Run 1, met1 routing:
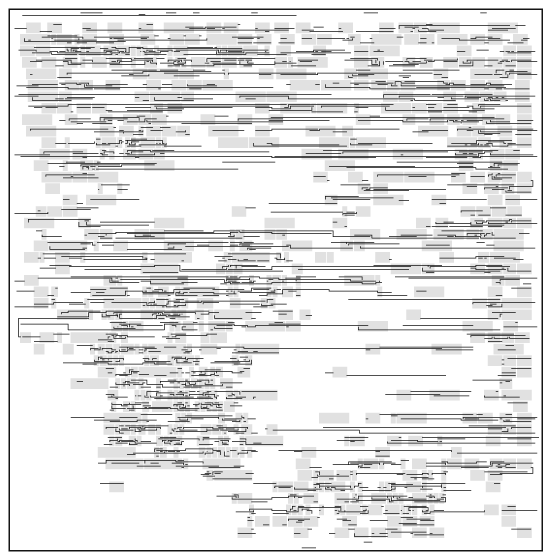
Run 1, the metal 2 layer:
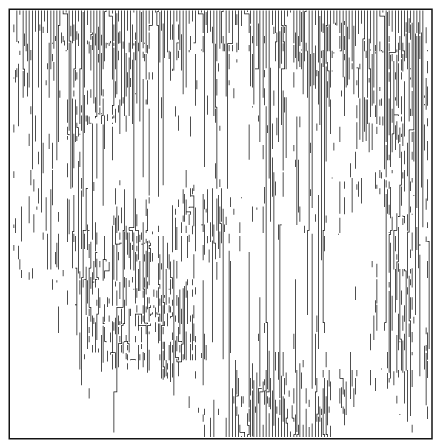
Run 1, met4 routing:
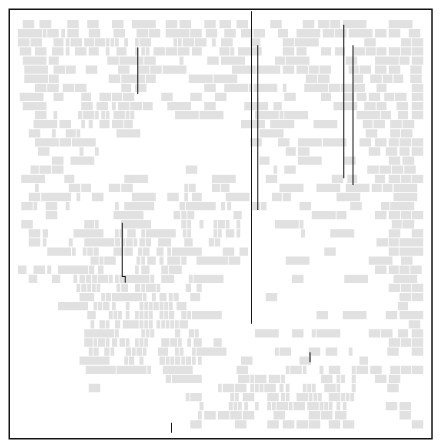
## src/rtl/i2c_wb_arbiter.sv

```systemverilog
// Two-requester Wishbone arbiter in front of the I2C master register port.
// Round-robin grant locked for a whole cyc tenure, with a stalled-strobe timeout.
module i2c_wb_arbiter #(
  parameter int unsigned TIMEOUT_CYCLES = 255,
  parameter int unsigned AW             = 32
) (
  input  logic          wb_clk_i,
  input  logic          wb_rst_i,

  input  logic          m0_cyc_i,
  input  logic          m0_stb_i,
  input  logic          m0_we_i,
  input  logic [3:0]    m0_sel_i,
  input  logic [AW-1:0] m0_adr_i,
  input  logic [31:0]   m0_dat_i,
  output logic [31:0]   m0_dat_o,
  output logic          m0_ack_o,
  output logic          m0_err_o,

  input  logic          m1_cyc_i,
  input  logic          m1_stb_i,
  input  logic          m1_we_i,
  input  logic [3:0]    m1_sel_i,
  input  logic [AW-1:0] m1_adr_i,
  input  logic [31:0]   m1_dat_i,
  output logic [31:0]   m1_dat_o,
  output logic          m1_ack_o,
  output logic          m1_err_o,

  output logic          s_cyc_o,
  output logic          s_stb_o,
  output logic          s_we_o,
  output logic [3:0]    s_sel_o,
  output logic [AW-1:0] s_adr_o,
  output logic [31:0]   s_dat_o,
  input  logic [31:0]   s_dat_i,
  input  logic          s_ack_i,

  output logic [1:0]    grant_o,
  output logic          timeout_irq_o,
  input  logic          timeout_clr_i
);

  typedef enum logic [1:0] {
    IDLE = 2'd0,
    OWN0 = 2'd1,
    OWN1 = 2'd2
  } state_t;

  localparam logic [15:0] TIMEOUT_LIM = 16'(TIMEOUT_CYCLES);

  state_t      state_q, state_d;
  logic        last_owner_q, last_owner_d;
  logic [15:0] cnt_q, cnt_d;
  logic        irq_q, irq_d;

  logic own0, own1, owner_stb, timeout;

  always_ff @(posedge wb_clk_i or posedge wb_rst_i) begin
    if (wb_rst_i) begin
      state_q      <= IDLE;
      last_owner_q <= 1'b1;
      cnt_q        <= '0;
      irq_q        <= 1'b0;
    end else begin
      state_q      <= state_d;
      last_owner_q <= last_owner_d;
      cnt_q        <= cnt_d;
      irq_q        <= irq_d;
    end
  end

  // A contest goes to whoever was not served last; ownership only ends through IDLE.
  always_comb begin
    state_d      = state_q;
    last_owner_d = last_owner_q;
    case (state_q)
      IDLE: begin
        if (m0_cyc_i && m1_cyc_i) state_d = last_owner_q ? OWN0 : OWN1;
        else if (m0_cyc_i)        state_d = OWN0;
        else if (m1_cyc_i)        state_d = OWN1;
      end
      OWN0: begin
        if (!m0_cyc_i) begin
          state_d      = IDLE;
          last_owner_d = 1'b0;
        end
      end
      OWN1: begin
        if (!m1_cyc_i) begin
          state_d      = IDLE;
          last_owner_d = 1'b1;
        end
      end
      default: state_d = IDLE;
    endcase
  end

  assign own0      = (state_q == OWN0);
  assign own1      = (state_q == OWN1);
  assign owner_stb = (own0 & m0_stb_i) | (own1 & m1_stb_i);
  // An ack landing on the limit cycle wins over the timeout.
  assign timeout   = owner_stb & ~s_ack_i & (cnt_q == TIMEOUT_LIM);

  always_comb begin
    s_cyc_o = 1'b0;
    s_stb_o = 1'b0;
    s_we_o  = 1'b0;
    s_sel_o = '0;
    s_adr_o = '0;
    s_dat_o = '0;
    if (own0) begin
      s_cyc_o = m0_cyc_i;
      s_we_o  = m0_we_i;
      s_sel_o = m0_sel_i;
      s_adr_o = m0_adr_i;
      s_dat_o = m0_dat_i;
    end else if (own1) begin
      s_cyc_o = m1_cyc_i;
      s_we_o  = m1_we_i;
      s_sel_o = m1_sel_i;
      s_adr_o = m1_adr_i;
      s_dat_o = m1_dat_i;
    end
    s_stb_o = owner_stb & ~timeout;
  end

  always_comb begin
    m0_ack_o = own0 & s_ack_i;
    m0_err_o = own0 & timeout;
    m0_dat_o = own0 ? s_dat_i : 32'd0;
    m1_ack_o = own1 & s_ack_i;
    m1_err_o = own1 & timeout;
    m1_dat_o = own1 ? s_dat_i : 32'd0;
  end

  always_comb begin
    cnt_d = cnt_q;
    if ((state_q == IDLE) || (state_d != state_q) || s_ack_i || timeout) begin
      cnt_d = '0;
    end else if (s_stb_o) begin
      cnt_d = cnt_q + 16'd1;
    end
  end

  always_comb begin
    irq_d = irq_q;
    if (timeout)            irq_d = 1'b1;
    else if (timeout_clr_i) irq_d = 1'b0;
  end

  assign grant_o       = {own1, own0};
  assign timeout_irq_o = irq_q;

endmodule

```

## config.mk

```make
export PLATFORM = sky130hd
export DESIGN_NAME = i2c_wb_arbiter
export DESIGN_NICKNAME = d
export VERILOG_FILES = /design/src/rtl/i2c_wb_arbiter.sv
export SDC_FILE = /design/constraint.sdc
export NUM_CORES = 1
export LEC_CHECK = 0
export ABC_AREA = 1
export CAP_MARGIN = 10
export CORE_AREA = 2 2 124 126
export CTS_CLUSTER_DIAMETER = 150
export DETAILED_ROUTE_END_ITERATION = 16
export DIE_AREA = 0 0 126 128
export SYNTH_ARGS = -nofsm -noshare
export SYNTH_HDL_FRONTEND = slang
export SYNTH_SLANG_ARGS = --single-unit
```

## constraint.sdc

```tcl
create_clock -name wb_clk_i -period 3.4 [get_ports wb_clk_i]
set_input_delay 0.68 -clock wb_clk_i [delete_from_list [all_inputs] [get_ports wb_clk_i]]
set_output_delay 0.68 -clock wb_clk_i [all_outputs]
set_load 0.05 [all_outputs]
```

==> impl_metrics.py, run 1 <==
# Auto-generated metrics
metrics = {
    "run_status": {
        "status": "complete, no violations",
    },
    "setup_path": {
        "critPathArrivalTime_ns": 2.44,
        "worstReg2RegStart": "state_q[0]$_DFF_PP0_",
        "crit_path_end": "m1_dat_o[20]",
        "r2r_setup_slack_ns": 1.29,
        "critPathTopFamily": "buffers and inverters",
        "cp-startpoint": "state_q[0]$_DFF_PP0_",
        "worstSetupStartpointType": "register",
        "critPathKind": "reg2out",
        "cp_slowest_stage_delay_ns": 0.83,
        "worstPathMaxFanout": 28,
    },
    "clock_tree": {
        "cts_made_buffers": 3,
        "cts_tree": "done",
        "htree_levels": 1,
        "clkLatencyLatePin_ns": 0.26,
        "cts.sinks": 20,
        "post_cts_buffers": 0,
        "clkTransAtPathRegs_ns": 0.06,
        "clk_path_buf_depth": 2,
    },
    "route": {
        "drc": 0,
        "wl_met2_um": 9080,
        "drt.antenna.violating_nets": 0,
        "drt_iter0_drc": 217,
        "dr.pass1.iters": 7,
        "via_per_inst": 4.56,
    },
    "floorplanning": {
        "fp_util_pct": 16.9,
        "rows": 45,
        "fp.dieW_um": 126,
        "io_pins": 320,
    },
    "grt": {
        "top_usage_layer": "met2",
        "grt_pass1_vias": 3969,
        "grt_max_degree": 55,
        "antenna_found_initial": 3,
        "grt_pass1_wl_um": 27000,
        "overflow": 0,
    },
    "final_layout": {
        "fill_cells": 1424,
        "lay_top_cells": "clkdlybuf4s50_1, nor2_1, buf_12, a22o_1, nand2_1",
        "fin_util_pct": 44.6,
        "layout.cells.most_common": "clkdlybuf4s50_1",
        "n_antenna_cell": 0,
        "area_growth_pct": 163,
    },
    "min_path": {
        "whs_path_depth": 1,
        "hold_start": "state_q[0]$_DFF_PP0_",
        "hold_class": "reg2reg",
        "holdPathEnd": "state_q[1]$_DFF_PP0_",
    },
    "synthesis": {
        "aoi_share_pct": 25.6,
        "ys_types": 28,
        "simple_gate_area_share_pct": 36.3,
        "postSynthAreaPerCell_um2": 6.37,
        "syn-num-nets": 574,
        "yosys_cells": 395,
        "top_cell_area_share_pct": 24.0,
        "ys_sh_mux_pct": 0,
        "syn_inst": 395,
        "logic_family": "simple AND/OR/NAND/NOR gates",
        "largest_area_cell": "a22o_1",
        "postSynthSeqShare_pct": 19.9,
    },
    "placement": {
        "routabilityCongestion": 0.919,
        "port_buffers": 319,
    },
    "power": {
        "p_per_area_nw_per_um2": 423,
        "p_seq_share_pct": 9.3,
        "p_int_mw": 1.38,
        "power_mw": 2.80,
        "p_switching_mw": 1.42,
        "clkPwrFrac_pct": 9.8,
        "p_comb_share_pct": 80.9,
        "powerClk_mw": 0.275,
    },
    "timing": {
        "setup_ws_ns": 0.278,
        "fin_crit_ns": 3.12,
        "finalClockPeriodUsage_pct": 91.8,
        "hold_slack_ns": 0.510,
        "tightest_slew_ns": 0.780,
    },
}
-- 'met1 routing' (at the start) --
nets with wire on the layer: 752
longest straight run: 74.1 um
Routed WL: 19800 um
met1 GRT Util: 26.6%

-- 'the metal 2 layer' (at the start) --
main direction: vertical
share of all routed wire: 46%
wire length on this layer: 9080 um
M2 GR Usage: 36.8%
total number of vias: 4038

-- 'met4 routing' (at the start) --
nets with wire on the layer: 8
wire length on this layer: 267 um
longest straight run: 93.2 um

==> run 1: state kept, by name, summed over array words and instances (netlist names) <==
signal	cells
cnt_q	16
state_q	2
last_owner_q	1
timeout_irq_o	1
==> run 1: synthesized netlist by cell type (all sizes together) <==
library cell and instances:
clkbuf 1, buf 28, a311oi 1, nand4 4
clkinv 1, nand2 57, dfstp 1, nor3 2
a22o 69, nand3 35, ha 1, nor2 99
o21ai 5, inv 55, nand3b 9, dfrtp 19
o22ai 1, xor2 7
==> run 1: cell type report <==
| type | count | area (um^2) | share of cell area, % |
|---|---|---|---|
| clock buffer | 4 | 88.8 | 1.34 |
| inverter | 56 | 211 | 3.19 |
| multi-input combinational | 290 | 1640 | 24.7 |
| sequential | 20 | 502 | 7.56 |
| tap | 188 | 235 | 3.55 |
| timing repair buffer | 327 | 3960 | 59.7 |
## Run 2: what changed since run 1
Settings changed: RECOVER_POWER set to 25.
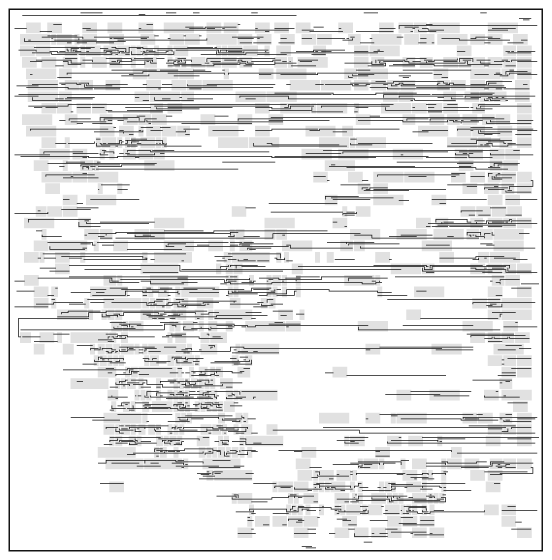
Run 2: met1 routing
share of all routed wire: 38%
wire length on this layer: 7630 um
longest straight run: 74.1 um
nets with wire on the layer: 754
Routed WL: 19800 um
total number of vias: 4013

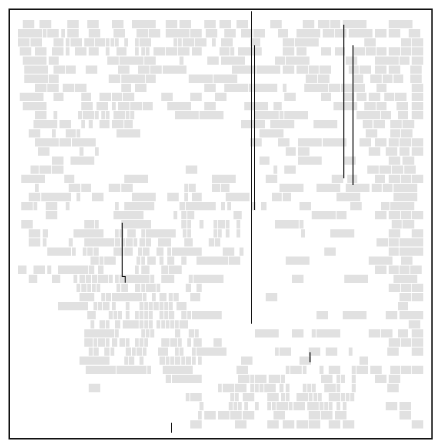
Run 2: met4 routing
main direction: vertical
share of all routed wire: 1.3%
longest straight run: 93.2 um
wire length on this layer: 253 um
nets with wire on the layer: 7

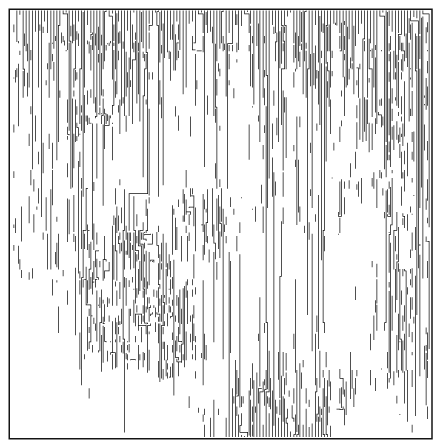
Run 2: the metal 2 layer
nets with wire on the layer: 759
share of all routed wire: 46%
wire length on this layer: 9070 um
main direction: vertical

==> run 2 against run 1 <==
Hold slack got worse by 0.00091 ns; die size is the same; combinational power hardly changed; maximum frequency rose by 0.11%; first-iteration DRC count up 2.3%; sequential power about the same; utilization fell by 0.13 points; largest cell class unchanged; clock skew about the same; flip-flop count stayed put; clock power about the same; register-to-register slack lost 0.36 ns; via count is 0.62% lower.
==> impl_metrics.py, run 2 <==
# Auto-generated metrics
metrics = {
    "grt": {
        "top_usage_layer": "met2",
        "overflow": 0,
        "grt_pass1_vias": 3969,
        "antenna_found_initial": 3,
        "grt_max_degree": 55,
        "met1_usage_pct": 26.6,
        "use_met2_pct": 36.8,
    },
    "setup_path": {
        "critPathKind": "reg2out",
        "critPathArrivalTime_ns": 2.44,
        "worstReg2RegStart": "state_q[0]$_DFF_PP0_",
        "worstPathMaxFanout": 28,
        "cp-startpoint": "state_q[0]$_DFF_PP0_",
        "worstSetupStartpointType": "register",
        "cp_slowest_stage_delay_ns": 0.83,
        "crit_path_end": "m1_dat_o[20]",
    },
    "route": {
        "drc": 0,
        "drt.antenna.violating_nets": 0,
        "drt_iter0_drc": 222,
        "wl_met2_um": 9070,
        "dr.pass1.iters": 6,
        "via_per_inst": 4.53,
    },
    "synthesis": {
        "yosys_most_used_dff": "dfrtp_1",
        "synth-edff-count": 0,
        "postSynthAreaPerCell_um2": 6.37,
        "async_reset_ff_share_pct": 100,
        "yosys-top-cells-count": "nor2_1, a22o_1, nand2_1",
        "top_cell_area_share_pct": 24.0,
        "ys_types": 28,
        "yosys_cells": 395,
        "most_common_cell": "nor2_1",
        "syn_inst": 395,
        "postSynthSeqShare_pct": 19.9,
        "syn-num-nets": 574,
    },
    "clock_tree": {
        "cts_tree": "done",
        "htree_levels": 1,
        "clkLatencyLatePin_ns": 0.26,
        "cts.sinks": 20,
        "clk_path_buf_depth": 2,
        "post_cts_buffers": 0,
        "cts_made_buffers": 3,
        "clkTransAtPathRegs_ns": 0.06,
    },
    "final_layout": {
        "top_regs": "cnt_q (16), state_q (2)",
        "n_antenna_cell": 0,
        "fin_util_pct": 44.5,
        "area_growth_pct": 163,
        "layout.cells.most_common": "clkdlybuf4s50_1",
        "largest_register": "cnt_q",
    },
    "timing": {
        "setup_ws_ns": 0.281,
        "finalClockPeriodUsage_pct": 91.7,
        "hold_slack_ns": 0.509,
        "tightest_slew_ns": 1.13,
    },
    "placement": {
        "place_area_um2": 6540,
        "port_buffers": 319,
        "place_ws_ns": 0.410,
    },
    "floorplanning": {
        "io_pins": 320,
        "fp_util_pct": 16.9,
    },
    "power": {
        "p_int_mw": 1.38,
        "p_seq_share_pct": 9.3,
        "powerClk_mw": 0.275,
        "power_mw": 2.80,
        "p_comb_share_pct": 80.9,
        "clkPwrFrac_pct": 9.8,
    },
    "run_status": {
        "status": "complete, no violations",
    },
    "min_path": {
        "hold_class": "reg2reg",
        "holdPathEnd": "state_q[1]$_DFF_PP0_",
        "hold_start": "state_q[0]$_DFF_PP0_",
    },
}
run 2: critical path: cells and delay by family, from the launching register on:
kind	cells	cell delay (ns)
buffers and inverters	3	1.29
AND/OR/NAND/NOR	2	0.48
flip-flops	1	0.41
run 2: area by class of cell:
| class | count | area, um^2 |
|---|---|---|
| fill | 1428 | 8250 |
| timing repair buffer | 327 | 3950 |
| multi-input combinational | 290 | 1630 |
| sequential | 20 | 502 |
| tap | 188 | 235 |
| inverter | 56 | 211 |
| clock buffer | 4 | 88.8 |
run 2: logic make-up after synthesis:
group                      Yosys count  synth area share, %
AOI/OAI and AO/OA                   76                 25.6
xor gates and xnor gates             7                 2.44
adders and majority gates            1                0.497
buffers and inverters               85                 15.3
DFF                                 20                 19.9
and+or+nand+nor                    206                 36.3
Power and IR drop assume default switching activity.
